[config.mk]
export PLATFORM = sky130hd
export DESIGN_NAME = control_sequencer_flat
export DESIGN_NICKNAME = d
export VERILOG_FILES = /design/src/rtl/control_sequencer_pkg.sv /design/src/rtl/control_sequencer_if.sv /design/src/rtl/control_sequencer_phase_counter.sv /design/src/rtl/control_sequencer.sv /design/src/flat_wrapper.sv
export SDC_FILE = /design/constraint.sdc
export NUM_CORES = 1
export LEC_CHECK = 0
export CAP_MARGIN = 5
export CORE_MARGIN = 2
export CORE_UTILIZATION = 39
export DETAILED_ROUTE_END_ITERATION = 8
export PLACE_DENSITY = 0.75
export SYNTH_ARGS = -nofsm -noshare
export SYNTH_HDL_FRONTEND = slang
export SYNTH_HIERARCHICAL = 1
export SYNTH_SLANG_ARGS = --single-unit
[constraint.sdc]
create_clock -name clk -period 2 [get_ports clk]
set_clock_uncertainty 0.2 [all_clocks]
set_input_delay 0.3 -clock clk [delete_from_list [all_inputs] [get_ports clk]]
set_output_delay 0.3 -clock clk [all_outputs]
set_load 0.05 [all_outputs]
[src/rtl/control_sequencer_pkg.sv]
// Shared opcodes, device/ALU constants and IR field placement for the control sequencer.
package control_sequencer_pkg;

  localparam int op_dev_eq_alu      = 0;
  localparam int op_dev_eq_const8   = 1;
  localparam int op_devp_eq_const16 = 2;
  localparam int op_dev_eq_rom_abs  = 4;
  localparam int op_dev_eq_ram_abs  = 5;
  localparam int op_ram_abs_eq_dev  = 6;

  localparam int DEV_ROM   = 1;
  localparam int DEV_RAM   = 2;
  localparam int ALU_PASSL = 1;
  localparam int ALU_PASSR = 2;

  // Fixed bus-select field positions inside the low part of the IR
  localparam int RBUS_LSB     = 5;
  localparam int LBUS_LSB     = 9;
  localparam int LBUS_ABS_LSB = 16;

  function automatic int op_lsb(input int rom_w, input int op_w);
    return rom_w - op_w;
  endfunction

  function automatic int targ_lsb(input int rom_w, input int op_w, input int targ_w);
    return rom_w - op_w - targ_w;
  endfunction

  function automatic bit fields_overlap(input int rom_w, input int op_w,
                                        input int targ_w, input int addr_w);
    return rom_w < (op_w + targ_w + addr_w);
  endfunction

endpackage

[src/rtl/control_sequencer_if.sv]
// ROM-side inputs and decoded control outputs of the control sequencer.
interface control_sequencer_if #(
  parameter int NPHASE  = 4,
  parameter int ROM_W   = 24,
  parameter int TARG_W  = 5,
  parameter int BUS_W   = 4,
  parameter int ALUOP_W = 5,
  parameter int ADDR_W  = 16
);
  localparam int PH_W = $clog2(NPHASE);

  logic               stall;
  logic [ROM_W-1:0]   rom_data;
  logic [PH_W-1:0]    phase;
  logic               _addrmode_pc;
  logic               _addrmode_register;
  logic               _addrmode_direct;
  logic [ADDR_W-1:0]  direct_addr;
  logic [BUS_W-1:0]   rbus_dev;
  logic [BUS_W-1:0]   lbus_dev;
  logic [TARG_W-1:0]  targ_dev;
  logic [ALUOP_W-1:0] aluop;
  logic               _targ_we;
  logic               illegal;

  modport master (
    input  stall, rom_data,
    output phase, _addrmode_pc, _addrmode_register, _addrmode_direct,
           direct_addr, rbus_dev, lbus_dev, targ_dev, aluop, _targ_we, illegal
  );

  modport slave (
    output stall, rom_data,
    input  phase, _addrmode_pc, _addrmode_register, _addrmode_direct,
           direct_addr, rbus_dev, lbus_dev, targ_dev, aluop, _targ_we, illegal
  );
endinterface

[src/rtl/control_sequencer_phase_counter.sv]
// Instruction phase counter: 0..NPHASE-1, frozen by stall, synchronous reset to fetch.
module phase_counter #(
  parameter int NPHASE = 4
) (
  input  logic                      clk,
  input  logic                      MR,
  input  logic                      stall,
  output logic [$clog2(NPHASE)-1:0] phase,
  output logic                      is_fetch,
  output logic                      is_last
);
  localparam int PH_W = $clog2(NPHASE);
  localparam logic [PH_W-1:0] LAST = PH_W'(NPHASE - 1);

  logic [PH_W-1:0] phase_q, phase_d;

  always_comb begin
    phase_d = phase_q;
    if (!stall) phase_d = (phase_q == LAST) ? '0 : phase_q + PH_W'(1);
  end

  always_ff @(posedge clk) begin
    if (MR) phase_q <= '0;
    else    phase_q <= phase_d;
  end

  assign phase    = phase_q;
  assign is_fetch = (phase_q == '0);
  assign is_last  = (phase_q == LAST);
endmodule

[src/rtl/control_sequencer.sv]
// Phased control sequencer: latches the ROM word into IR during fetch and decodes
// addressing mode, bus selects, ALU op and the write strobe from (phase, IR).
module control_sequencer
  import control_sequencer_pkg::*;
#(
  parameter int NPHASE  = 4,
  parameter int ROM_W   = 24,
  parameter int OP_W    = 3,
  parameter int TARG_W  = 5,
  parameter int BUS_W   = 4,
  parameter int ALUOP_W = 5,
  parameter int ADDR_W  = 16
) (
  input logic                 clk,
  input logic                 MR,
  control_sequencer_if.master bus
);
  localparam int PH_W     = $clog2(NPHASE);
  localparam int OP_LSB   = op_lsb(ROM_W, OP_W);
  localparam int TARG_LSB = targ_lsb(ROM_W, OP_W, TARG_W);

  if (fields_overlap(ROM_W, OP_W, TARG_W, ADDR_W)) begin : g_bad_fields
    $error("control_sequencer: opcode, target and address fields overlap in ROM_W");
  end
  if (NPHASE < 3) begin : g_bad_nphase
    $error("control_sequencer: NPHASE must be at least 3");
  end

  logic [ROM_W-1:0]   ir_q, ir_d;
  logic [PH_W-1:0]    phase;
  logic               is_fetch, is_last;
  logic [OP_W-1:0]    op;

  logic               mode_pc_n, mode_reg_n, mode_dir_n;
  logic [BUS_W-1:0]   rbus, lbus;
  logic [TARG_W-1:0]  targ;
  logic [ALUOP_W-1:0] alu;
  logic               we_n, illegal_op;

  phase_counter #(.NPHASE(NPHASE)) u_phase (
    .clk      (clk),
    .MR       (MR),
    .stall    (bus.stall),
    .phase    (phase),
    .is_fetch (is_fetch),
    .is_last  (is_last)
  );

  // IR only changes on the edge leaving fetch, so decode is stable for the whole instruction
  assign ir_d = (is_fetch && !bus.stall) ? bus.rom_data : ir_q;

  always_ff @(posedge clk) begin
    if (MR) ir_q <= '0;
    else    ir_q <= ir_d;
  end

  assign op = ir_q[OP_LSB +: OP_W];

  always_comb begin
    mode_pc_n  = 1'b1;
    mode_reg_n = 1'b1;
    mode_dir_n = 1'b1;
    rbus       = '0;
    lbus       = '0;
    targ       = '0;
    alu        = '0;
    we_n       = 1'b1;
    illegal_op = 1'b0;
    if (is_fetch) begin
      mode_pc_n = 1'b0;
    end else begin
      targ = ir_q[TARG_LSB +: TARG_W];
      case (op)
        OP_W'(op_dev_eq_alu): begin
          mode_reg_n = 1'b0;
          rbus       = ir_q[RBUS_LSB +: BUS_W];
          lbus       = ir_q[LBUS_LSB +: BUS_W];
          alu        = ir_q[ALUOP_W-1:0];
        end
        OP_W'(op_dev_eq_const8), OP_W'(op_devp_eq_const16): begin
          mode_reg_n = 1'b0;
          rbus       = BUS_W'(DEV_ROM);
          alu        = ALUOP_W'(ALU_PASSR);
        end
        OP_W'(op_dev_eq_rom_abs): begin
          mode_dir_n = 1'b0;
          rbus       = BUS_W'(DEV_ROM);
          alu        = ALUOP_W'(ALU_PASSR);
        end
        OP_W'(op_dev_eq_ram_abs): begin
          mode_dir_n = 1'b0;
          rbus       = BUS_W'(DEV_RAM);
          alu        = ALUOP_W'(ALU_PASSR);
        end
        OP_W'(op_ram_abs_eq_dev): begin
          mode_dir_n = 1'b0;
          lbus       = ir_q[LBUS_ABS_LSB +: BUS_W];
          alu        = ALUOP_W'(ALU_PASSL);
          targ       = TARG_W'(DEV_RAM);
        end
        default: begin
          // Unused opcode: park on a harmless register-mode cycle with no write
          mode_reg_n = 1'b0;
          targ       = '0;
          illegal_op = 1'b1;
        end
      endcase
      // Strobe waits for the unstalled last-phase cycle so it fires exactly once
      if (is_last && !illegal_op && !bus.stall) we_n = 1'b0;
    end
  end

  assign bus.phase              = phase;
  assign bus._addrmode_pc       = mode_pc_n;
  assign bus._addrmode_register = mode_reg_n;
  assign bus._addrmode_direct   = mode_dir_n;
  assign bus.direct_addr        = ir_q[ADDR_W-1:0];
  assign bus.rbus_dev           = rbus;
  assign bus.lbus_dev           = lbus;
  assign bus.targ_dev           = targ;
  assign bus.aluop              = alu;
  assign bus._targ_we           = we_n;
  assign bus.illegal            = illegal_op;
endmodule
[src/flat_wrapper.sv]
// flat-port wrapper written by rule: the top's interface ports become plain ports
module control_sequencer_flat import control_sequencer_pkg::*;
#(
  parameter int NPHASE  = 4,
  parameter int ROM_W   = 24,
  parameter int OP_W    = 3,
  parameter int TARG_W  = 5,
  parameter int BUS_W   = 4,
  parameter int ALUOP_W = 5,
  parameter int ADDR_W  = 16
)
  (clk, MR, bus_stall, bus_rom_data, bus_phase, bus__addrmode_pc, bus__addrmode_register, bus__addrmode_direct, bus_direct_addr, bus_rbus_dev, bus_lbus_dev, bus_targ_dev, bus_aluop, bus__targ_we, bus_illegal);
  control_sequencer_if #(.NPHASE(NPHASE), .ROM_W(ROM_W), .TARG_W(TARG_W), .BUS_W(BUS_W), .ALUOP_W(ALUOP_W), .ADDR_W(ADDR_W)) bus_i ();
  input logic clk;
  input logic MR;
  input wire logic [$bits(bus_i.stall)-1:0] bus_stall;
  input wire logic [$bits(bus_i.rom_data)-1:0] bus_rom_data;
  output wire logic [$bits(bus_i.phase)-1:0] bus_phase;
  output wire logic [$bits(bus_i._addrmode_pc)-1:0] bus__addrmode_pc;
  output wire logic [$bits(bus_i._addrmode_register)-1:0] bus__addrmode_register;
  output wire logic [$bits(bus_i._addrmode_direct)-1:0] bus__addrmode_direct;
  output wire logic [$bits(bus_i.direct_addr)-1:0] bus_direct_addr;
  output wire logic [$bits(bus_i.rbus_dev)-1:0] bus_rbus_dev;
  output wire logic [$bits(bus_i.lbus_dev)-1:0] bus_lbus_dev;
  output wire logic [$bits(bus_i.targ_dev)-1:0] bus_targ_dev;
  output wire logic [$bits(bus_i.aluop)-1:0] bus_aluop;
  output wire logic [$bits(bus_i._targ_we)-1:0] bus__targ_we;
  output wire logic [$bits(bus_i.illegal)-1:0] bus_illegal;
  assign bus_i.stall = bus_stall;
  assign bus_i.rom_data = bus_rom_data;
  assign bus_phase = bus_i.phase;
  assign bus__addrmode_pc = bus_i._addrmode_pc;
  assign bus__addrmode_register = bus_i._addrmode_register;
  assign bus__addrmode_direct = bus_i._addrmode_direct;
  assign bus_direct_addr = bus_i.direct_addr;
  assign bus_rbus_dev = bus_i.rbus_dev;
  assign bus_lbus_dev = bus_i.lbus_dev;
  assign bus_targ_dev = bus_i.targ_dev;
  assign bus_aluop = bus_i.aluop;
  assign bus__targ_we = bus_i._targ_we;
  assign bus_illegal = bus_i.illegal;
  control_sequencer #(.NPHASE(NPHASE), .ROM_W(ROM_W), .OP_W(OP_W), .TARG_W(TARG_W), .BUS_W(BUS_W), .ALUOP_W(ALUOP_W), .ADDR_W(ADDR_W)) u_core (.clk(clk), .MR(MR), .bus(bus_i));
endmodule
==> images/m3.png <==
The bar under the picture is 20 um long.
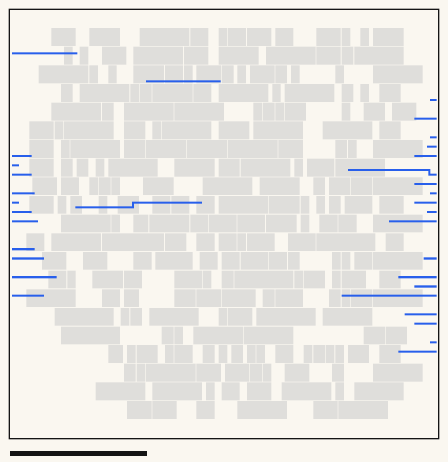
main direction: horizontal
nets with wire on the layer: 32

==> flow_metrics.tcl <==
# implementation run metrics
set metrics [dict create \
    setup_violations 8 \
    seq_share_pct 22.2 \
    fin_ws_ns -0.0635 \
    clkLatencyLatePin_ns 0.31 \
    ys_seq_share_pct 39.1 \
    path_max_fanout 5 \
    non_clock_inverter_count 3 \
    comb_area_share_pct 32.3 \
    synthMuxAreaShare_pct 0.752 \
    status "finished with violations" \
    r2r-start "u_core/u_phase/phase[0]" \
    path_clk_slew_ns 0.14 \
    post-route-drc-count 0 \
    grt_pass1_vias 1352 \
    top_cells_by_area "dfxtp_1 39%, nand2_1 15%, a21oi_1 11%, buf_4 10%, and2_1 4.2%" \
    synth-edff-count 0 \
    comb_cells 120 \
    synth-xor-area-share_pct 0 \
    synth_area_um2 1330 \
    crit_path_end_kind "primary output" \
    root_buffer "clkbuf_4" \
    core_um2 3310 \
    hold_start "u_core/ir_q[14]" \
    htreeDepth 1 \
    p_clk_w 0.000267 \
    yosysMostFrequentCell "nand2_1" \
    postCtsSetupRepairBufs 4 \
    die_w_um 62.4 \
    slew_violations 0 \
    dr.first_iter.drc_count 48 \
    violations "negative setup slack" \
    rsz0062_at_grt "true" \
    avgSynthCellArea_um2 7.48 \
    synth_flops 26 \
    p_leak_nw 0.996 \
    num_vias 1366 \
    area_growth_pct 82.4 \
    peakVddDrop_mv 0.371 \
    cp-endpoint "bus_aluop[2]" \
    portBuffers 67 \
    comb_area_um2 785 \
]
==> images/gates.png <==
The bar under the picture is 20 um long.
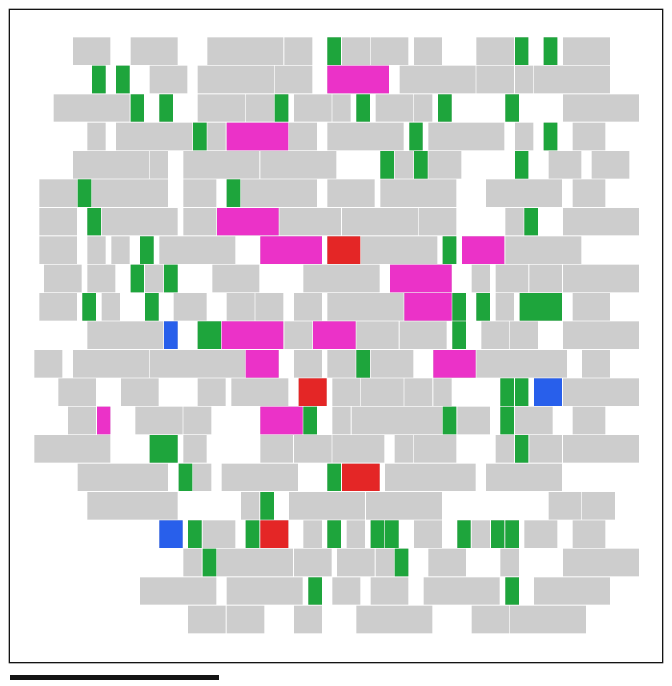
| colour | family | cells |
|---|---|---|
| green | nand cells | 55 |
| red | non-inverting ao/oa cells | 4 |
| blue | inv cells | 3 |
| magenta | nor cells | 13 |

[per-stage QoR]
step	util (%)	hold WS [ns]	worst slack (ns)	cell area (um^2)	cells
6_report	73.4	0.268	-0.0635	2430	281
3_5_place_dp	65.8	0.251	0.115	2180	270
5_1_grt	73.4	0.283	-0.141	2430	281
3_3_place_gp	65.8	0.240	0.196	2180	270
2_1_floorplan	-	0.159	-0.0725	1390	178
4_1_cts	71.5	0.271	-0.106	2370	278
[worst reg2reg max path, stage by stage (launching register included)]
cell     delay, ns
dfxtp_4       0.37
inv_1         0.08
ha_4          0.21
nor2b_2       0.18
buf_4         0.21
nand2_1       0.08
a21oi_1       0.13
[routing by layer]
layer	wire (um)	track usage, %	vias to the layer above
met3	145	3.24	2
met4	22	6.94	0
met1	1560	22.7	656
li1	-	-	675
met2	2070	36.4	33
met5	0	0	-
